==> images/layer_met3.png <==
The bar under the picture is 50 um long.
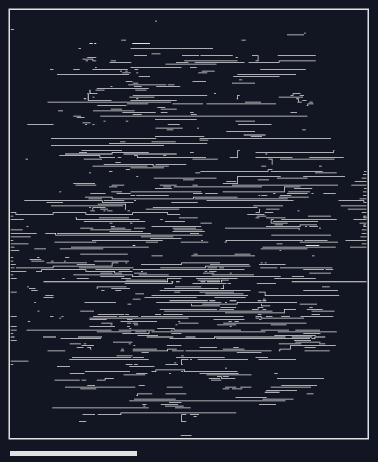
==> images/layer_met2.png <==
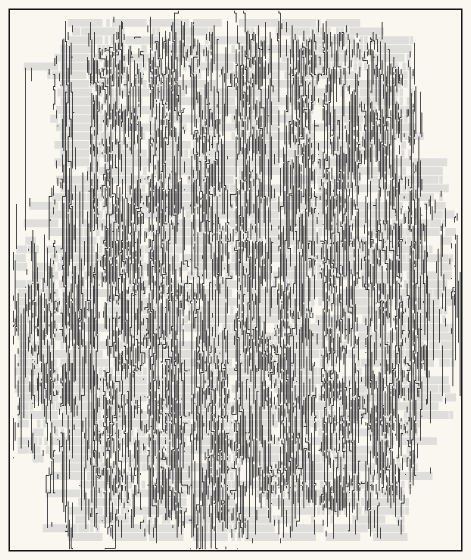
==> images/io_fan.png <==
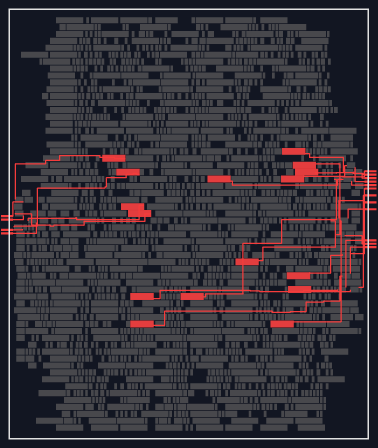
==> images/placement_by_type.png <==
Fill, decap, tap and diode cells in grey.
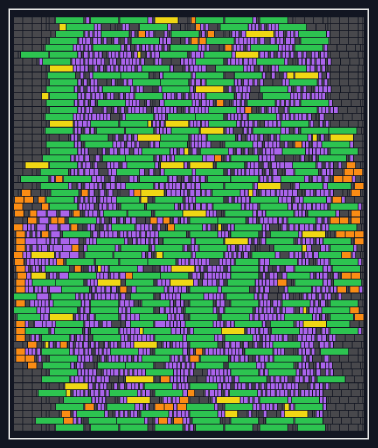
==> images/placement.png <==
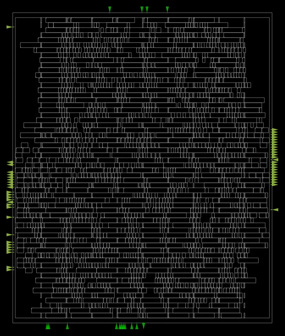
[config.mk]
export PLATFORM = sky130hd
export DESIGN_NAME = reg_file_sync
export DESIGN_NICKNAME = d
export VERILOG_FILES = /design/src/rtl/reg_file_sync.sv
export SDC_FILE = /design/constraint.sdc
export NUM_CORES = 1
export LEC_CHECK = 0
export ABC_AREA = 1
export CORE_ASPECT_RATIO = 1.2
export CORE_UTILIZATION = 66
export DETAILED_ROUTE_END_ITERATION = 12
export PLACE_DENSITY = 0.86
export SYNTH_ARGS = -nofsm -noshare
export SYNTH_HDL_FRONTEND = slang
export SYNTH_SLANG_ARGS = --single-unit
[constraint.sdc]
create_clock -name clk -period 7.6 [get_ports clk]
set_input_delay 1.52 -clock clk [delete_from_list [all_inputs] [get_ports clk]]
set_output_delay 1.52 -clock clk [all_outputs]
set_load 0.05 [all_outputs]
[src/rtl/reg_file_sync.sv]
// reg_file_sync: parametrised register file with two registered read ports,
// one write port and a hardware clear sequencer that zeroes every entry after
// reset or on clear_req.
// Optional build macro: REGFILE_BYPASS_EN. When defined, a read of the address
// being written on the same edge returns the new data (write-first). When
// undefined, it returns the old contents (read-first).
//
// state   | meaning
// S_IDLE  | normal operation, user writes and reads accepted
// S_CLEAR | sweep writing 0 to entry[ptr], busy high, reads return 0

module reg_file_sync #(
    parameter int WIDTH    = 16,
    parameter int REGBITS  = 4,
    parameter int ZERO_REG = 1
) (
    input  logic               clk,
    input  logic               reset,
    input  logic               regwrite,
    input  logic [REGBITS-1:0] wa,
    input  logic [WIDTH-1:0]   wd,
    input  logic [REGBITS-1:0] ra1,
    input  logic [REGBITS-1:0] ra2,
    output logic [WIDTH-1:0]   rd1,
    output logic [WIDTH-1:0]   rd2,
    input  logic               clear_req,
    output logic               busy
);

    localparam int DEPTH = 2 ** REGBITS;
    localparam logic [REGBITS:0] PTR_LAST = {1'b0, {REGBITS{1'b1}}};

    typedef enum logic {S_IDLE, S_CLEAR} state_t;

    state_t             state_q;
    logic [REGBITS:0]   ptr_q;
    logic               busy_q;
    logic [WIDTH-1:0]   rd1_q, rd2_q;
    logic [WIDTH-1:0]   rd1_d, rd2_d;
    logic [WIDTH-1:0]   mem_q [DEPTH];

    logic               user_wr;
    logic               mem_we;
    logic [REGBITS-1:0] mem_wa;
    logic [WIDTH-1:0]   mem_wd;

    // Select between the clear sweep and an accepted user write for the array port.
    always_comb begin
        user_wr = (state_q == S_IDLE) && !clear_req && regwrite &&
                  !((ZERO_REG != 0) && (wa == '0));
        mem_we  = 1'b0;
        mem_wa  = wa;
        mem_wd  = wd;
        if (state_q == S_CLEAR) begin
            mem_we = 1'b1;
            mem_wa = ptr_q[REGBITS-1:0];
            mem_wd = '0;
        end else if (user_wr) begin
            mem_we = 1'b1;
        end
    end

    // Read data for the next edge, with optional write-first forwarding and entry-0 masking.
    always_comb begin
        rd1_d = mem_q[ra1];
        rd2_d = mem_q[ra2];
`ifdef REGFILE_BYPASS_EN
        if (user_wr && (wa == ra1)) rd1_d = wd;
        if (user_wr && (wa == ra2)) rd2_d = wd;
`endif
        if ((ZERO_REG != 0) && (ra1 == '0)) rd1_d = '0;
        if ((ZERO_REG != 0) && (ra2 == '0)) rd2_d = '0;
    end

    // Storage array; contents are left unreset and the sweep defines them.
    always_ff @(posedge clk) begin
        if (mem_we) mem_q[mem_wa] <= mem_wd;
    end

    // Sequencer FSM with registered busy and read outputs.
    always_ff @(posedge clk or posedge reset) begin
        if (reset) begin
            state_q <= S_CLEAR;
            ptr_q   <= '0;
            busy_q  <= 1'b1;
            rd1_q   <= '0;
            rd2_q   <= '0;
        end else begin
            case (state_q)
                S_CLEAR: begin
                    rd1_q <= '0;
                    rd2_q <= '0;
                    ptr_q <= ptr_q + 1'b1;
                    if (ptr_q == PTR_LAST) begin
                        state_q <= S_IDLE;
                        busy_q  <= 1'b0;
                    end
                end
                default: begin
                    if (clear_req) begin
                        state_q <= S_CLEAR;
                        ptr_q   <= '0;
                        busy_q  <= 1'b1;
                        rd1_q   <= '0;
                        rd2_q   <= '0;
                    end else begin
                        rd1_q <= rd1_d;
                        rd2_q <= rd2_d;
                    end
                end
            endcase
        end
    end

    assign rd1  = rd1_q;
    assign rd2  = rd2_q;
    assign busy = busy_q;

endmodule

==> results_slide.txt <==
Physical Implementation Snapshot

Outcome
  • Outcome: finished clean

Final timing
  • Final Hold Fails: 0
  • Final Cycle Share: 58.5%
  • Clock Skews: 0.0205 ns
  • Unrepaired setup endpoints after global routing: false
  • Minimum clock period: 4.45 ns
  • Final max-slew violation count: 0
  • Setup ws final: 3.15 ns
  • Setup_tns: 0 ns

Global route
  • First-pass GRT wire length: 67900 um
  • All-Layer GR Usage: 37.8%
  • Grt ovf: 0

Yosys
  • Simple share: 30.0%
  • Post-synth seq share: 56.8%
  • Yosys cell count: 1859
  • Flops after synth: 295
  • Mapped cell area: 15300 um2
  • Syn Area/Cell: 8.21 um2

Clock tree
  • CTS root buffer: clkbuf_16
  • Worst-Skew Late Latency: 0.56 ns
  • CTS tree: done
  • Clock-pin slew on the worst setup and hold paths: 0.07 ns

Die
  • Initial Utilization: 67.8%
  • Die Y: 169 um
  • Die Area: 23700 um2

Flow run
  • Tool warning count: 26

Finish
  • Nets: 1912
  • Post-Layout Inst Area: 17000 um2
  • Most used logic cell in the final layout: nand2_1
  • N_diodes: 0

Detailed routing
  • Avg WL per Cell: 20.3 um
  • Routed vias/inst: 6.10
  • Antenna Nets Post-Route: 0

Critical path
  • Crit Path Max Fanout: 82
  • Worst-path cell chain: buf_4 -> clkinv_2 -> buf_4 -> nand3_1 -> nand2_1 -> a21oi_1
  • Critical path arrival: 4.90 ns

Placed design
  • Placed cell areas: 16000 um2
  • Pre-CTS setup slack: 2.79 ns
  • Placed Instances: 2127
-- layer_met3.png (at the start) --
- share of all routed wire: 13%
- wire length on this layer: 5820 um
- longest straight run: 81.4 um
vias: 13300
WL final: 44100 um
global routing usage on met3: 6.99%

-- layer_met2.png (at the start) --
- share of all routed wire: 46%
- main direction: vertical
- longest straight run: 60.3 um
- wire length on this layer: 20.5 mm
met2 usage: 61.3%

-- io_fan.png (at the start) --
- rd1: red (direction output; edge 12 right, 4 left; end cells 16; buffers 16; wire 1040 um)
Ports: 65
Buffers on Ports: 64

-- placement_by_type.png (at the start) --
- combinational and other logic: purple (cells 1460)
- flops: green (cells 295)
- other buffers and delay cells: orange (cells 93)
- clock drivers and dummy loads: yellow (cells 52)
Row Count: 60
core area: 22500 um2
Util after Layout: 75.3%
fraction of area in registers: 51.1%

-- placement.png (at the start) --
registers: 295
fin cells: 2179
fill count: 1479
TAP cells: 279

## routing by layer
layer,GRT usage [%],wire (um),vias up
li1,-,-,5903
met1,46.8,15000,6070
met2,61.3,20500,1065
met3,6.99,5820,251
met4,24.5,2830,0
met5,0,0,-
## sequential cells by signal, summed over array words and instances, names as in the netlist
| signal | count |
|---|---|
| ptr_q | 5 |
| state_q | 1 |
| mem_q | 256 |
| busy | 1 |
| rd2 | 16 |
| rd1 | 16 |
## stage by stage
step / hold WS, ns / power [mW] / utilization, %
after floorplan: 0.436 / 3.13 / -
after global placement: 0.455 / 3.54 / 71.1
after detailed placement: 0.463 / 3.60 / 71.1
after CTS: 0.475 / 5.01 / 75.3
after global routing: 0.481 / 5.23 / 75.3
final: 0.479 / 5.06 / 75.3
## path summary, 6_finish.rpt
kind / start / slack (ns) / cells past startpoint / endpoint
max: ra1[0] / 3.15 / 6 / rd1[6]
min: ptr_q[3] / 0.48 / 1 / ptr_q[3]
max reg2reg: state_q / 4.36 / 5 / mem_q[0][5]
min reg2reg: ptr_q[3] / 0.48 / 1 / ptr_q[3]
max in group asynchronous: reset / 5.47 / 2 / rd2[1]
min in group asynchronous: reset / 1.52 / 2 / rd2[11]
## cells in the mapped netlist, types with 3 or more instances
cell type,number,share of area (%)
a21oi_1,26,0.85
a21oi_2,7,0.40
buf_1,4,0.098
buf_2,88,2.9
buf_4,3,0.15
clkbuf_1,7,0.17
dfrtp_1,37,6.1
edfxtp_1,256,50
inv_1,322,7.9
inv_2,4,0.098
nand2_1,688,17
nand3_1,355,12
nor2_1,23,0.57
nor2_2,3,0.12
nor3_1,19,0.62
o21ai_0,6,0.20
## area by class of cell
| class | count | area share (%) |
|---|---|---|
| Multi-Input combinational cell | 1134 | 29.1 |
| Sequential cell | 295 | 51.1 |
| Timing Repair Buffer | 93 | 4.97 |
| Clock inverter | 20 | 1.14 |
| Inverter | 326 | 7.23 |
| Clock buffer | 32 | 4.41 |
| Tap cell | 279 | 2.06 |
## worst max-delay path, delay by kind of cell
family	cells	cell delay, ns
and+or+nand+nor	2	0.79
buffers and inverters	3	2.09
AOI/OAI and AO/OA	1	0.41
## logic make-up (layout without fill, tap and decap cells)
kind of cell             count (synthesis)  in the layout
flip-flops                             295            295
AND/OR/NAND/NOR                       1090           1090
adder cells (fa/ha/maj)                  2              2
AND-OR/OR-AND                           42             42
buffers and inverters                  430            471
## report_power, final
group	switching, mW	internal, mW
clock	0.623	0.810
combinational	0.988	0.325
sequential	0.102	2.21
total	1.71	3.34
Power is estimated from default activity; no workload was simulated.
